[config.mk]
export PLATFORM = sky130hd
export DESIGN_NAME = fixed_point_accumulator_flat
export DESIGN_NICKNAME = d
export VERILOG_FILES = /design/src/rtl/fixed_point_accumulator_pkg.sv /design/src/rtl/fixed_point_accumulator_if.sv /design/src/rtl/fixed_point_accumulator_q_narrow.sv /design/src/rtl/fixed_point_accumulator.sv /design/src/flat_wrapper.sv
export SDC_FILE = /design/constraint.sdc
export NUM_CORES = 1
export LEC_CHECK = 0
export CAP_MARGIN = 20
export CORE_MARGIN = 1.5
export CORE_UTILIZATION = 30
export CTS_BUF_LIST = sky130_fd_sc_hd__clkbuf_2 sky130_fd_sc_hd__clkbuf_4 sky130_fd_sc_hd__clkbuf_8
export DETAILED_ROUTE_END_ITERATION = 10
export DONT_BUFFER_PORTS = 1
export GPL_TIMING_DRIVEN = 0
export PLACE_DENSITY_LB_ADDON = 0.2
export SETUP_SLACK_MARGIN = 0.1
export SYNTH_ARGS = -nofsm -noshare
export SYNTH_HDL_FRONTEND = slang
export SYNTH_SLANG_ARGS = --single-unit
[constraint.sdc]
create_clock -name clk -period 5.7 [get_ports clk]
set_input_delay 0.57 -clock clk [delete_from_list [all_inputs] [get_ports clk]]
set_output_delay 0.57 -clock clk [all_outputs]
set_load 0.005 [all_outputs]
[src/rtl/fixed_point_accumulator_pkg.sv]
// Shared constants and types for the inference datapath.
// Q8.8 limits and the accumulator FSM state encoding.
package inference_pkg;

  localparam int VOCAB_SIZE     = 76;
  localparam int EMBEDDING_SIZE = 4;
  localparam int LINEAR_SIZE    = 8;
  localparam int DATA_W         = 16;
  localparam int FRAC_BITS      = 8;

  localparam logic [15:0] Q88_MIN = 16'h8000;
  localparam logic [15:0] Q88_MAX = 16'h7FFF;

  typedef enum logic {
    IDLE,
    ACCUM
  } acc_state_t;

endpackage

[src/rtl/fixed_point_accumulator_if.sv]
// Accumulate interface between inference_fsm (master)
// and fixed_point_accumulator (slave).
interface fixed_point_accumulator_if #(
  parameter int DATA_W = 16,
  parameter int CNT_W  = 8
);

  logic [DATA_W-1:0] accumulator_data;
  logic              accumulator_input_valid;
  logic              accumulator_last;
  logic              accumulator_clear;
  logic [DATA_W-1:0] accumulator_result;
  logic              accumulator_last_valid;
  logic [CNT_W-1:0]  accumulator_terms;
  logic              accumulator_overflow;

  modport master (
    output accumulator_data,
    output accumulator_input_valid,
    output accumulator_last,
    output accumulator_clear,
    input  accumulator_result,
    input  accumulator_last_valid,
    input  accumulator_terms,
    input  accumulator_overflow
  );

  modport slave (
    input  accumulator_data,
    input  accumulator_input_valid,
    input  accumulator_last,
    input  accumulator_clear,
    output accumulator_result,
    output accumulator_last_valid,
    output accumulator_terms,
    output accumulator_overflow
  );

endinterface

[src/rtl/fixed_point_accumulator_q_narrow.sv]
// ACC_W -> DATA_W narrowing with out-of-range flag.
// ACCUMULATOR_SATURATE_EN: clamp; otherwise wrap.
module q_narrow #(
  parameter int ACC_W  = 24,
  parameter int DATA_W = 16
) (
  input  logic [ACC_W-1:0]  sum,
  output logic [DATA_W-1:0] q,
  output logic              oor
);

  logic [ACC_W-DATA_W:0] hi;

  assign hi  = sum[ACC_W-1:DATA_W-1];
  assign oor = !((&hi) || !(|hi));

`ifdef ACCUMULATOR_SATURATE_EN
  // Clamp toward the sign of the wide sum when it does not fit.
  always_comb begin
    q = sum[DATA_W-1:0];
    if (oor) begin
      q = sum[ACC_W-1] ? {1'b1, {(DATA_W-1){1'b0}}}
                       : {1'b0, {(DATA_W-1){1'b1}}};
    end
  end
`else
  assign q = sum[DATA_W-1:0];
`endif

endmodule

[src/rtl/fixed_point_accumulator.sv]
// Signed Q8.8 group accumulator; one narrowed result per group.
// Optional macro ACCUMULATOR_SATURATE_EN selects clamping narrowing.
module fixed_point_accumulator
  import inference_pkg::*;
#(
  parameter int DATA_W    = 16,
  parameter int FRAC_BITS = 8,
  parameter int ACC_W     = 24,
  parameter int CNT_W     = 8
) (
  input logic                   clk,
  input logic                   reset,
  fixed_point_accumulator_if.slave acc
);

  acc_state_t        state;
  acc_state_t        state_n;
  logic [ACC_W-1:0]  acc_q;
  logic [CNT_W-1:0]  cnt_q;

  logic              fresh;
  logic [ACC_W-1:0]  acc_base;
  logic [ACC_W-1:0]  term;
  logic [ACC_W-1:0]  sum;
  logic              add_ovf;
  logic [CNT_W-1:0]  cnt_base;
  logic [CNT_W-1:0]  cnt_inc;
  logic [DATA_W-1:0] narrow_q;
  logic              narrow_oor;
  logic              beat;
  logic              last_beat;

  // The Q point is carried through unchanged by summation.
  logic [31:0] frac_unused;
  assign frac_unused = FRAC_BITS;

  assign beat      = acc.accumulator_input_valid;
  assign last_beat = beat && acc.accumulator_last;

  // A beat starts a new group from IDLE or when clear drops the old sum.
  always_comb begin
    fresh    = (state == IDLE) || acc.accumulator_clear;
    acc_base = fresh ? '0 : acc_q;
    cnt_base = fresh ? '0 : cnt_q;
    term     = {{(ACC_W-DATA_W){acc.accumulator_data[DATA_W-1]}},
                acc.accumulator_data};
    sum      = acc_base + term;
    add_ovf  = (acc_base[ACC_W-1] == term[ACC_W-1]) &&
               (sum[ACC_W-1] != acc_base[ACC_W-1]);
    cnt_inc  = (&cnt_base) ? cnt_base : cnt_base + 1'b1;
  end

  q_narrow #(
    .ACC_W (ACC_W),
    .DATA_W(DATA_W)
  ) u_narrow (
    .sum(sum),
    .q  (narrow_q),
    .oor(narrow_oor)
  );

  // Next-state: a group opens on a non-last beat, closes on last or clear.
  always_comb begin
    state_n = state;
    if (beat) begin
      state_n = acc.accumulator_last ? IDLE : ACCUM;
    end else if (acc.accumulator_clear) begin
      state_n = IDLE;
    end
  end

  // State register.
  always_ff @(posedge clk or negedge reset) begin
    if (!reset) begin
      state <= IDLE;
    end else begin
      state <= state_n;
    end
  end

  // Partial sum, term count, result and sticky overflow.
  always_ff @(posedge clk or negedge reset) begin
    if (!reset) begin
      acc_q                      <= '0;
      cnt_q                      <= '0;
      acc.accumulator_result     <= '0;
      acc.accumulator_terms      <= '0;
      acc.accumulator_last_valid <= 1'b0;
      acc.accumulator_overflow   <= 1'b0;
    end else begin
      acc.accumulator_last_valid <= last_beat;
      if (beat) begin
        acc_q <= sum;
        cnt_q <= cnt_inc;
        acc.accumulator_overflow <= acc.accumulator_overflow |
                                    add_ovf |
                                    (last_beat & narrow_oor);
        if (acc.accumulator_last) begin
          acc.accumulator_result <= narrow_q;
          acc.accumulator_terms  <= cnt_inc;
        end
      end else if (acc.accumulator_clear) begin
        acc_q                    <= '0;
        cnt_q                    <= '0;
        acc.accumulator_overflow <= 1'b0;
      end
    end
  end

endmodule

[src/flat_wrapper.sv]
// flat-port wrapper written by rule: the top's interface ports become plain ports
module fixed_point_accumulator_flat import inference_pkg::*;
#(
  parameter int DATA_W    = 16,
  parameter int FRAC_BITS = 8,
  parameter int ACC_W     = 24,
  parameter int CNT_W     = 8
)
  (clk, reset, acc_accumulator_data, acc_accumulator_input_valid, acc_accumulator_last, acc_accumulator_clear, acc_accumulator_result, acc_accumulator_last_valid, acc_accumulator_terms, acc_accumulator_overflow);
  fixed_point_accumulator_if #(.DATA_W(DATA_W), .CNT_W(CNT_W)) acc_i ();
  input logic clk;
  input logic reset;
  input wire logic [$bits(acc_i.accumulator_data)-1:0] acc_accumulator_data;
  input wire logic [$bits(acc_i.accumulator_input_valid)-1:0] acc_accumulator_input_valid;
  input wire logic [$bits(acc_i.accumulator_last)-1:0] acc_accumulator_last;
  input wire logic [$bits(acc_i.accumulator_clear)-1:0] acc_accumulator_clear;
  output wire logic [$bits(acc_i.accumulator_result)-1:0] acc_accumulator_result;
  output wire logic [$bits(acc_i.accumulator_last_valid)-1:0] acc_accumulator_last_valid;
  output wire logic [$bits(acc_i.accumulator_terms)-1:0] acc_accumulator_terms;
  output wire logic [$bits(acc_i.accumulator_overflow)-1:0] acc_accumulator_overflow;
  assign acc_i.accumulator_data = acc_accumulator_data;
  assign acc_i.accumulator_input_valid = acc_accumulator_input_valid;
  assign acc_i.accumulator_last = acc_accumulator_last;
  assign acc_i.accumulator_clear = acc_accumulator_clear;
  assign acc_accumulator_result = acc_i.accumulator_result;
  assign acc_accumulator_last_valid = acc_i.accumulator_last_valid;
  assign acc_accumulator_terms = acc_i.accumulator_terms;
  assign acc_accumulator_overflow = acc_i.accumulator_overflow;
  fixed_point_accumulator #(.DATA_W(DATA_W), .FRAC_BITS(FRAC_BITS), .ACC_W(ACC_W), .CNT_W(CNT_W)) u_core (.clk(clk), .reset(reset), .acc(acc_i));
endmodule
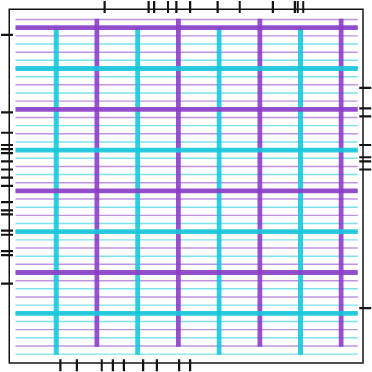
run_1/power_grid.png
Drawn at 3 px/um. Pins as bars on the die edge.
colour	net
cyan	VSS
purple	VDD
rows	41
met1 rails	42
signal pins	47

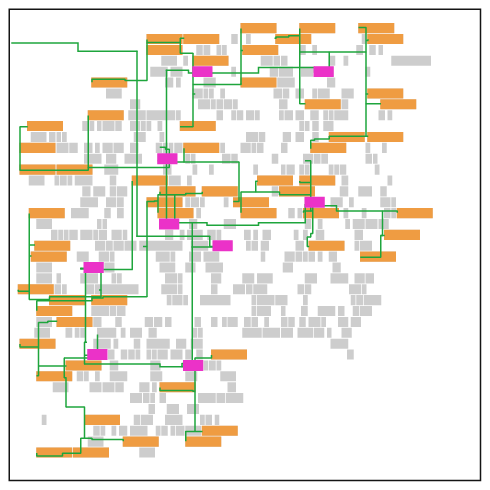
run_1/clk_routes.png
Drawn at 4 px/um.
[orange] flip-flops | count: 59
[green] clock wires | length: 1030 um
[magenta] clock drivers | count: 9
flops lie	all over the die
clk_lat worst skew: 360 ps
Clock Power Share: 0.375
Clock group: 450 uW
skew final: 11.41 ps

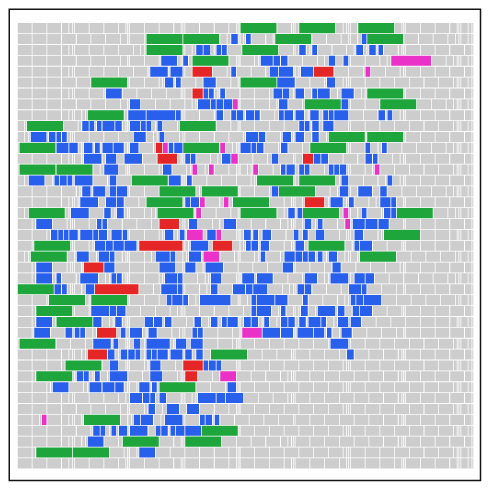
run_1/placement_by_type.png
Drawn at 4 px/um. Fill, decap, tap and diode cells in grey.
colour	class	cells	share of their area
blue	combinational and other logic	365	56%
green	sequential cells	59	35%
red	clock drivers and dummy loads	16	5.4%
magenta	remaining buffers and delay cells	21	3.3%
flop share of the area: 0.3358
cell area after layout: 0.004397 mm2
final core utilization: 0.3456

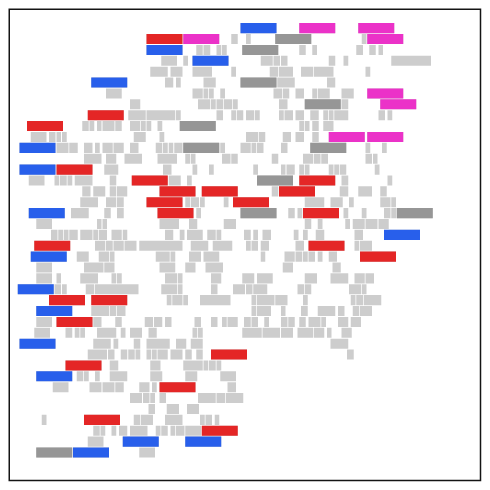
run_1/flops_by_reg.png
Drawn at 4 px/um.
colour	signal	placed flops
blue	`u_core.acc.accumulator_result`	16
magenta	`u_core.acc.accumulator_terms`	8
red	`u_core.acc_q`	24

==> flow_metrics.py, run 1 <==
# Synthesis and PnR figures
metrics = {
    "logic_synthesis": {
        "synth_seq_share": 0.3759,
        "xor_area_frac": 0.05352,
        "top_cell_area_share": 0.3759,
        "async_flop_share": 1.000,
        "ys.flops": 59,
        "synth.area.mux_share": 0.05288,
        "yosys-top-cells-area": "dfrtp_1 38%, ha_1 7.6%, nand2_1 7.6%",
        "syn_area_mm2": 0.003928,
    },
    "timing": {
        "finalClockPeriodUsage": 0.8363,
        "hold_ws_ps": 69.53,
        "max_freq_mhz": 209.8,
        "slew_violations": 0,
        "slew_headroom": 0.5635,
    },
    "global_route": {
        "track_usage": 0.1601,
        "grt_pass1_wl_um": 17370,
    },
    "clocking": {
        "h-tree-depth": 3,
        "clock_sinks": 59,
        "cts_resized": 0,
        "cts_tree": "built",
        "clk_pin_slew_ps": 70,
        "cts_buffers": 9,
        "root_buffer": "clkbuf_8",
    },
    "final_layout": {
        "final_cells": 633,
        "comb_area_mm2": 0.002297,
        "area_dominant_class": "combinational gates",
        "nClkBuffers": 12,
        "buf_share": 0.03102,
        "flop-count": 59,
        "nNonClkInverters": 12,
    },
    "setup_path": {
        "path_buffers": 4,
        "worstReg2RegStart": "u_core.state",
        "cp.arrival_ps": 5010,
        "regToRegEndpoint": "u_core.acc.accumulator_overflow",
        "worstPathCellList": "clkbuf_1 > nor2b_1 > buf_2 > clkbuf_1 > and2_1 > ha_1 > inv_1 > fa_1 > nor2b_1 > o31ai_1 > a21oi_2 > a21oi_4 > o41a_1 > xnor2_1 > or4_1 > nor3_1 > and4_1 > o31ai_1",
        "crit_slowest_cell": "or4_1",
        "cp_top_family": "simple AND/OR/NAND/NOR gates",
        "r2r_slack_ps": 930,
    },
    "power_and_ir_drop": {
        "switchingPower_uw": 356.6,
        "seqPwrFrac": 0.423,
        "leakagePower_nw": 1.984,
        "pg_seq_uw": 508,
        "ir_drop_v": 0.0001182,
        "switching_share": 0.2968,
    },
    "job": {
        "max-cap-violations": 0,
    },
    "place": {
        "portBuffers": 0,
        "placedCellCount": 616,
        "place_ws_ps": 966.1,
    },
    "die": {
        "die_w_um": 117.4,
        "core_mm2": 0.01272,
    },
    "drt": {
        "vias_per_cell": 5.163,
        "first_pass_iters": 4,
        "wl_met1_um": 4959,
        "drt_iter0_drc": 135,
    },
    "status": {
        "status": "finished, final reports clean",
    },
}
-- run 1: sequential cells by signal, summed over array words and instances (netlist names) --
register                           count
u_core.acc.accumulator_last_valid      1
u_core.cnt_q                           8
u_core.state                           1
u_core.acc.accumulator_overflow        1
u_core.acc.accumulator_result         16
u_core.acc.accumulator_terms           8
u_core.acc_q                          24
-- run 1: worst max-delay path by stage --
stage	end	slack (ps)	depth (start not counted)
floorplan	u_core.acc.accumulator_overflow	1820	18
global placement	u_core.acc.accumulator_overflow	980	17
detailed placement	u_core.acc.accumulator_overflow	970	18
CTS	u_core.acc.accumulator_overflow	920	18
global route	u_core.acc.accumulator_overflow	470	17
finish	u_core.acc.accumulator_overflow	930	18
--- run 2 (diff from run 1) ---
==> constraint.sdc (replaced) <==
create_clock -name clk -period 4 [get_ports clk]
set_input_delay 0.4 -clock clk [delete_from_list [all_inputs] [get_ports clk]]
set_output_delay 0.4 -clock clk [all_outputs]
set_load 0.005 [all_outputs]
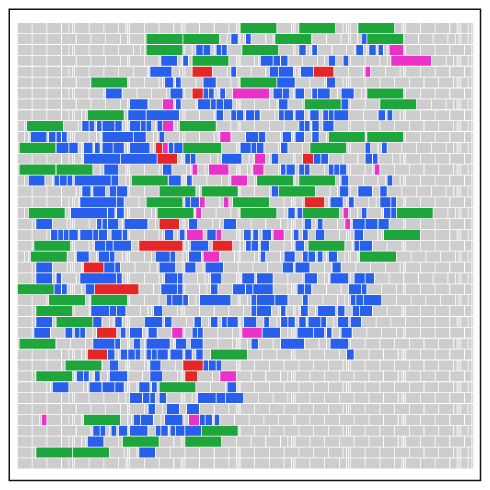
run_2/placement_by_type.png
Drawn at 4 px/um. Fill, decap, tap and diode cells in grey.
colour	class	cells	share of their area
green	sequential cells	59	33%
blue	combinational and other logic	365	56%
red	clock drivers and dummy loads	16	5.1%
magenta	remaining buffers and delay cells	28	5.3%
final core utilization: 0.3658
total core area: 0.01272 mm2

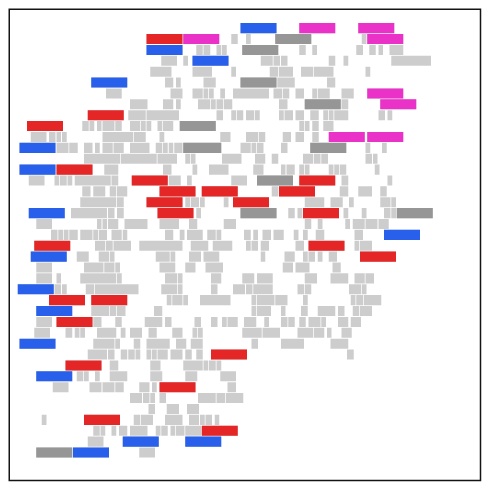
run_2/flops_by_reg.png
Drawn at 4 px/um.
colour	signal	placed flops
magenta	`u_core.acc.accumulator_terms`	8
blue	`u_core.acc.accumulator_result`	16
red	`u_core.acc_q`	24
not coloured	11

==> run 2 against run 1 <==
Power grew 45%. Synthesized cell count is the same. Largest cell class unchanged. Largest power group unchanged. Final cell count grew 1.1%. Sequential share of layout area shrank 1.8 points.
==> flow_metrics.py, run 2 <==
# Synthesis and PnR figures
metrics = {
    "status": {
        "status": "finished, final reports clean",
    },
    "logic_synthesis": {
        "synth_seq_share": 0.3759,
        "yosys-top-cells-area": "dfrtp_1 38%, ha_1 7.6%, nand2_1 7.6%",
        "top_cell_area_share": 0.3759,
        "ys.flops": 59,
        "xor_area_frac": 0.05352,
        "syn_area_mm2": 0.003928,
        "async_flop_share": 1.000,
    },
    "setup_path": {
        "cp.depth": 17,
        "worstReg2RegStart": "u_core.state",
        "cp.arrival_ps": 3930,
        "worstPathCellList": "nor2b_4 > buf_6 > clkbuf_16 > and2_1 > ha_2 > inv_1 > fa_2 > nor2b_4 > o31ai_4 > a21oi_4 > a21oi_4 > o41a_1 > xnor2_2 > or4_1 > nor3_2 > and4_1 > o31ai_1",
        "cp_top_family": "simple AND/OR/NAND/NOR gates",
        "regToRegEndpoint": "u_core.acc.accumulator_overflow",
        "r2r_slack_ps": 310,
        "crit_slowest_cell": "or4_1",
    },
    "final_layout": {
        "top_register": "u_core.acc_q",
        "stdcell_area_mm2": 0.004653,
        "largest_reg_flops": 24,
        "reg_top3": "u_core.acc_q (24), u_core.acc.accumulator_result (16)",
        "final_cells": 640,
    },
    "clocking": {
        "clock_sinks": 59,
        "cts_buffers": 9,
        "cts_tree": "built",
        "h-tree-depth": 3,
        "root_buffer": "clkbuf_8",
        "clkLatencyLatePin_ps": 350,
    },
    "timing": {
        "finalClockPeriodUsage": 0.9229,
        "slew_headroom": 0.5632,
        "max_freq_mhz": 270.9,
    },
    "global_route": {
        "grt_pass1_wl_um": 17490,
    },
    "drt": {
        "drt_iter0_drc": 127,
        "wl_met1_um": 4832,
        "first_pass_iters": 4,
    },
    "power_and_ir_drop": {
        "ir_drop_v": 0.0001748,
        "leakagePower_nw": 2.041,
    },
    "place": {
        "place_ws_ps": -733.9,
    },
    "job": {
        "max-cap-violations": 0,
    },
    "die": {
        "die_w_um": 117.4,
    },
}
## run 2: cell types whose count changed in the layout (fill, tap and decap cells not counted), sizes merged
| cell | delta |
|---|---|
| clkbuf | -2 |
| buf | +8 |
| dlygate4sd3 | +1 |
## run 2: cell type report
cell class / instances / area (um2)
buffer: 19 / 146.4
clock buffer: 12 / 152.6
clock inverter: 4 / 73.82
fill: 1364 / 8069
inverter: 12 / 45.04
multi-input combinational: 353 / 2452
sequential: 59 / 1478
tap: 172 / 215.2
timing repair buffer: 9 / 90.09
## run 2: power breakdown
group,leakage [nW],internal (mW),switching (mW)
Combinational,1.18,0.173,0.207
Clock,0.117,0.382,0.257
Sequential,0.744,0.674,0.0495
--- run 3 (diff from run 2) ---
--- a/config.mk
+++ b/config.mk
@@ -6,7 +6,7 @@
 export NUM_CORES = 1
 export LEC_CHECK = 0
 export CAP_MARGIN = 20
-export CORE_MARGIN = 1.5
+export CORE_MARGIN = 3
 export CORE_UTILIZATION = 30
 export CTS_BUF_LIST = sky130_fd_sc_hd__clkbuf_2 sky130_fd_sc_hd__clkbuf_4 sky130_fd_sc_hd__clkbuf_8
 export DETAILED_ROUTE_END_ITERATION = 10
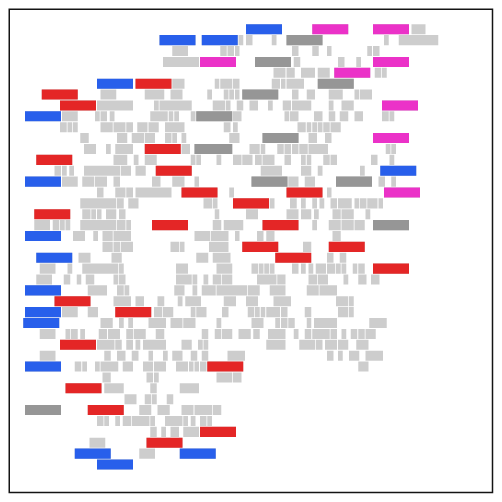
run_3/flops_by_reg.png
Drawn at 4 px/um.
colour	signal	placed flops
blue	`u_core.acc.accumulator_result`	16
magenta	`u_core.acc.accumulator_terms`	8
red	`u_core.acc_q`	24
not coloured	11
flop share of the area: 0.3259
final core utilization: 0.3564

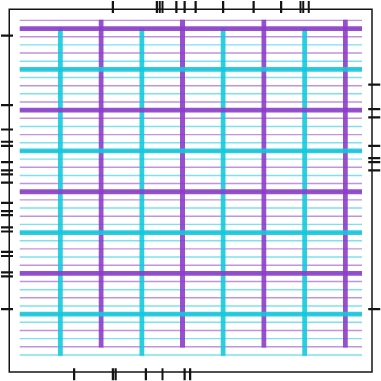
run_3/power_grid.png
Drawn at 3 px/um. Pins as bars on the die edge.
colour	net
purple	VDD
cyan	VSS
met5 straps	8
rows	41
signal pins	47
met4 straps	8
Peak VDD IR: 0.0001771 V
die width: 120.4 um
die height: 120.4 um

==> run 3 against run 2 <==
Non-clock buffer count fell by 3. Power fell by 8.0%. Final area is 2.6% lower. Final cell count fell by 0.47%. Setup slack lost 2.0 ps. Clock-buffer cell count is 2 lower. First-iteration DRC count grew 17%. Via count up 0.12%. Clock power fell by 21%. Worst hold slack better by 16 ps. Largest power group unchanged. Highest routed layer unchanged.
==> flow_metrics.py, run 3 <==
# Synthesis and PnR figures
metrics = {
    "status": {
        "status": "finished, final reports clean",
    },
    "logic_synthesis": {
        "xor_area_frac": 0.05352,
        "top_cell": "nand2_1",
        "ys_types": 57,
        "syn_area_mm2": 0.003928,
        "synth.area.mux_share": 0.05288,
        "ys.flops": 59,
        "top_cell_area_share": 0.3759,
        "synthAoiAreaFrac": 0.1918,
        "yosys-top-cells-area": "dfrtp_1 38%, ha_1 7.6%, nand2_1 7.6%",
        "synth_seq_share": 0.3759,
        "async_flop_share": 1.000,
    },
    "setup_path": {
        "endpoint": "u_core.acc.accumulator_overflow",
        "path_buffers": 3,
        "crit_slowest_cell": "or4_1",
        "cp_top_family": "simple AND/OR/NAND/NOR gates",
        "cp.depth": 17,
        "cp.arrival_ps": 3930,
        "max_stage_delay_ps": 520,
        "worstReg2RegStart": "u_core.state",
        "regToRegEndpoint": "u_core.acc.accumulator_overflow",
        "r2r_slack_ps": 310,
        "crit_start": "u_core.state",
        "worstPathCellList": "nor2b_1 > buf_4 > buf_8 > and2_4 > ha_4 > inv_1 > fa_2 > nor2b_2 > o31ai_2 > a21oi_2 > a21oi_4 > o41a_1 > xnor2_2 > or4_1 > nor3_1 > and4_1 > o31ai_1",
    },
    "drt": {
        "vias_per_cell": 5.173,
        "met3_length_um": 670,
        "wl_met1_um": 4920,
        "drt_iter0_drc": 149,
        "vias": 3295,
        "first_pass_iters": 4,
    },
    "clocking": {
        "h-tree-depth": 3,
        "clk_path_buf_depth": 2,
        "cts_tree": "built",
        "root_buffer": "clkbuf_8",
        "cts_buffers": 9,
        "clkLatencyLatePin_ps": 350,
        "clock_sinks": 59,
        "clk_pin_slew_ps": 80,
    },
    "place": {
        "placedCellCount": 616,
        "portBuffers": 0,
        "place_ws_ps": -662.9,
    },
    "power_and_ir_drop": {
        "pwr-share-clk": 0.317,
        "seqPwrFrac": 0.451,
        "switchingPower_uw": 529.0,
        "switching_share": 0.3301,
        "finalPower_mw": 1.602,
        "combPwrFrac": 0.232,
        "power_leader": "registers",
        "power_clock_uw": 508,
        "comb_power_uw": 372,
        "leakagePower_nw": 1.984,
        "pg_seq_uw": 723,
        "p_int_mw": 1.073,
    },
    "timing": {
        "slew_violations": 0,
        "tns_ps": 0,
        "hold_ws_ps": 166.3,
        "max_freq_mhz": 270.7,
        "slew_headroom": 0.5364,
        "finalClockPeriodUsage": 0.9234,
        "finClkSkew_ps": 10.50,
        "finalHoldViolations": 0,
    },
    "die": {
        "core_mm2": 0.01272,
    },
    "global_route": {
        "grt_pass1_wl_um": 17550,
        "use_met1": 0.2124,
        "grt-busiest-layer": "met2",
        "track_usage": 0.1527,
        "grt.overflow.total": 0,
    },
    "final_layout": {
        "reg_top3": "u_core.acc_q (24), u_core.acc.accumulator_result (16)",
        "antenna_cells": 0,
        "top_register": "u_core.acc_q",
        "fill_cells": 1366,
        "final_cells": 637,
        "stdcell_area_mm2": 0.004534,
        "largest_reg_flops": 24,
    },
    "job": {
        "max-cap-violations": 0,
    },
}
## run 3: cell types whose count changed in the layout (fill, tap and decap cells not counted), sizes merged
| cell | previous run | this run |
|---|---|---|
| clkbuf | 24 | 20 |
| buf | 15 | 14 |
| clkinvlp | 0 | 2 |
| clkinv | 3 | 5 |
| bufinv | 2 | 0 |
## run 3: area by class of cell
class,instances,area [um2],share of cell area
Clock buffer,10,131.4,0.02897
Tap cell,172,215.2,0.04746
Buffer,18,118.9,0.02621
Inverter,12,45.04,0.009934
Timing Repair Buffer,7,75.07,0.01656
Sequential cell,59,1478,0.3259
Multi-Input combinational cell,353,2429,0.5356
Clock inverter,6,42.54,0.009382
## run 3: repair_timing
action,CTS,global route
setup endpoints to repair,13,1
gates resized,14,18
hold buffers,2,0
pin swaps,2,6
endpoints found under the hold margin,59,0
setup buffers,1,4
Power figures rest on the tool's default switching activity, not on a simulated workload.
